`src/rtl/id_ex_reg.sv`:
```
// ID/EX pipeline register: captures decode-stage fields, resolves the ALU
// control code, and supports stall (hold) and flush (bubble) requests.
module id_ex_reg #(
  parameter int unsigned REG_WIDTH = 32
) (
  input  logic                 clk,
  input  logic                 reset,
  input  logic                 stall,
  input  logic                 flush,
  input  logic                 id_valid,
  input  logic [REG_WIDTH-1:0] id_pc,
  input  logic [REG_WIDTH-1:0] id_rs1_data,
  input  logic [REG_WIDTH-1:0] id_rs2_data,
  input  logic [REG_WIDTH-1:0] id_imm,
  input  logic [4:0]           id_rd,
  input  logic [2:0]           id_funct3,
  input  logic                 id_funct7_b5,
  input  logic [1:0]           id_alu_op,
  input  logic                 id_alu_src,
  input  logic                 id_reg_write,
  input  logic                 id_mem_read,
  input  logic                 id_mem_write,
  input  logic                 id_mem_to_reg,
  input  logic                 id_branch,
  output logic                 ex_valid,
  output logic [REG_WIDTH-1:0] ex_pc,
  output logic [REG_WIDTH-1:0] ex_in1,
  output logic [REG_WIDTH-1:0] ex_in2,
  output logic [REG_WIDTH-1:0] ex_store_data,
  output logic [4:0]           ex_rd,
  output logic [2:0]           ex_funct3,
  output logic [3:0]           ex_alu_control,
  output logic                 ex_illegal,
  output logic                 ex_reg_write,
  output logic                 ex_mem_read,
  output logic                 ex_mem_write,
  output logic                 ex_mem_to_reg,
  output logic                 ex_branch
);

  typedef enum logic [3:0] {
    ALU_AND = 4'b0000,
    ALU_OR  = 4'b0001,
    ALU_ADD = 4'b0010,
    ALU_XOR = 4'b0011,
    ALU_SUB = 4'b0110,
    ALU_SLL = 4'b0111,
    ALU_SRL = 4'b1000,
    ALU_SRA = 4'b1001
  } alu_ctrl_e;

  alu_ctrl_e alu_ctrl;
  logic      illegal;

  always_comb begin
    alu_ctrl = ALU_ADD;
    illegal  = 1'b0;
    case (id_alu_op)
      2'b00: alu_ctrl = ALU_ADD;
      2'b01: alu_ctrl = ALU_SUB;
      default: begin
        // alu_op[0] marks I-type, which has no SUBI form
        case (id_funct3)
          3'b000:  alu_ctrl = (id_funct7_b5 && !id_alu_op[0]) ? ALU_SUB : ALU_ADD;
          3'b001:  alu_ctrl = ALU_SLL;
          3'b100:  alu_ctrl = ALU_XOR;
          3'b101:  alu_ctrl = id_funct7_b5 ? ALU_SRA : ALU_SRL;
          3'b110:  alu_ctrl = ALU_OR;
          3'b111:  alu_ctrl = ALU_AND;
          default: begin
            alu_ctrl = ALU_ADD;
            illegal  = 1'b1;
          end
        endcase
      end
    endcase
  end

  // Reset and flush both produce an all-zero bubble; both outrank stall.
  always_ff @(posedge clk) begin
    if (reset || flush) begin
      ex_valid       <= 1'b0;
      ex_pc          <= '0;
      ex_in1         <= '0;
      ex_in2         <= '0;
      ex_store_data  <= '0;
      ex_rd          <= '0;
      ex_funct3      <= '0;
      ex_alu_control <= '0;
      ex_illegal     <= 1'b0;
      ex_reg_write   <= 1'b0;
      ex_mem_read    <= 1'b0;
      ex_mem_write   <= 1'b0;
      ex_mem_to_reg  <= 1'b0;
      ex_branch      <= 1'b0;
    end else if (!stall) begin
      ex_valid       <= id_valid;
      ex_pc          <= id_pc;
      ex_in1         <= id_rs1_data;
      ex_in2         <= id_alu_src ? id_imm : id_rs2_data;
      ex_store_data  <= id_rs2_data;
      ex_rd          <= id_rd;
      ex_funct3      <= id_funct3;
      ex_alu_control <= alu_ctrl;
      ex_illegal     <= illegal       && id_valid;
      ex_reg_write   <= id_reg_write  && id_valid;
      ex_mem_read    <= id_mem_read   && id_valid;
      ex_mem_write   <= id_mem_write  && id_valid;
      ex_mem_to_reg  <= id_mem_to_reg && id_valid;
      ex_branch      <= id_branch     && id_valid;
    end
  end

endmodule

```
`config.mk`:
```
export PLATFORM = sky130hd
export DESIGN_NAME = id_ex_reg
export DESIGN_NICKNAME = d
export VERILOG_FILES = /design/src/rtl/id_ex_reg.sv
export SDC_FILE = /design/constraint.sdc
export NUM_CORES = 1
export LEC_CHECK = 0
export CORE_MARGIN = 1
export CORE_UTILIZATION = 36
export DETAILED_ROUTE_END_ITERATION = 10
export PLACE_DENSITY = 0.83
export SKIP_CTS_REPAIR_TIMING = 1
export SYNTH_ARGS = -nofsm -noshare
export SYNTH_HDL_FRONTEND = slang
export SYNTH_SLANG_ARGS = --single-unit
```
`constraint.sdc`:
```
create_clock -name clk -period 1 [get_ports clk]
set_input_delay 0.2 -clock clk [delete_from_list [all_inputs] [get_ports clk]]
set_output_delay 0.2 -clock clk [all_outputs]
set_load 0.01 [all_outputs]
```
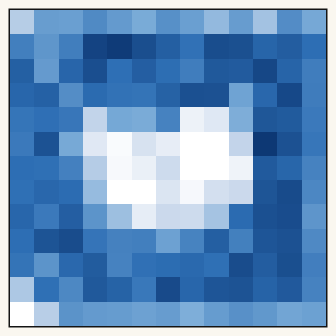
(placement density heat map)
13 x 13 tiles, from white (low) to dark blue (high), 0 to 100% covered.
nearly empty tiles = 4.1%
emptiest ninth of the die = centre
fullest tile = 97%
mean over tiles = 61%
tiles over 75% full = 37%

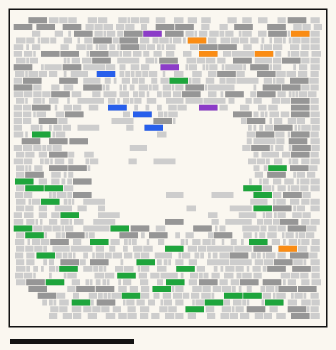
(sequential cells grouped by signal name)
Scale bar: 50 um. Other sequential cells in the stronger grey, the rest of the logic in the fainter grey.
green -> `ex_store_data`  # sequential cells 32
purple -> `ex_funct3`  # sequential cells 3
orange -> `ex_rd`  # sequential cells 5
blue -> `ex_alu_control`  # sequential cells 4

==> reports/metrics.cfg <==
[status]
outcome=finished with violations
failed_checks=setup timing

[flow_run]
cap_violations=0
tool_warnings=27

[route]
drtPass1Iterations=6
maxUsedRoutingLayer=met4

[final_timing]
setup_ws_ps=-69.44
setup_violations=147

[finish]
layout_top_cell=buf_6
nClkBuffers=19
sh_comb_area_pct=23.85
nNonClkInverters=2

[critical_path]
critPathRequiredTime_ps=800
max_stage_delay_ps=350
path_cells=buf_6
critPathTopFamily=flip-flops

[placement]
io_buffers=296

[pwr]
powerClk_w=0.00695
leakagePower_nw=4.541
p_sw_share_pct=22.48
pwr-share-comb_pct=14.4
clkPwrFrac_pct=45.1

[global_routing]
grtUsageMet1_pct=21.40
grt_max_degree=63

[die]
die_w_um=127.9
ios=297

[yosys]
synthFlopType=dfxtp_1
yosys.area.top_type=dfxtp_1
edf_count=0

[worst_hold_path]
hp-start=stall

kinds of logic (layout without fill, tap and decap cells):
family	Yosys count	count (layout)	share of synthesized area (%)
simple gates	190	190	14.49
flops	147	147	51.56
mux	136	136	23.85
compound gates	45	45	4.472
buf+inv	42	385	5.633
other cells	0	1	0
stage by stage:
| step | total power (W) | setup slack, ps | util [%] | cell area, um2 | hold slack (ps) |
|---|---|---|---|---|---|
| floorplan | 0.007151 | 18.79 | - | 5708 | 343.9 |
| global placement | 0.008418 | -367.5 | 60.25 | 9228 | 451.2 |
| detailed placement | 0.008454 | -414.1 | 60.25 | 9228 | 462.2 |
| CTS | 0.01544 | -594.5 | 64.42 | 9866 | 304.3 |
| global route | 0.01598 | -112.6 | 67.12 | 10280 | 328.7 |
| finish | 0.01540 | -69.44 | 67.12 | 10280 | 318.1 |
Power and IR drop assume default switching activity.
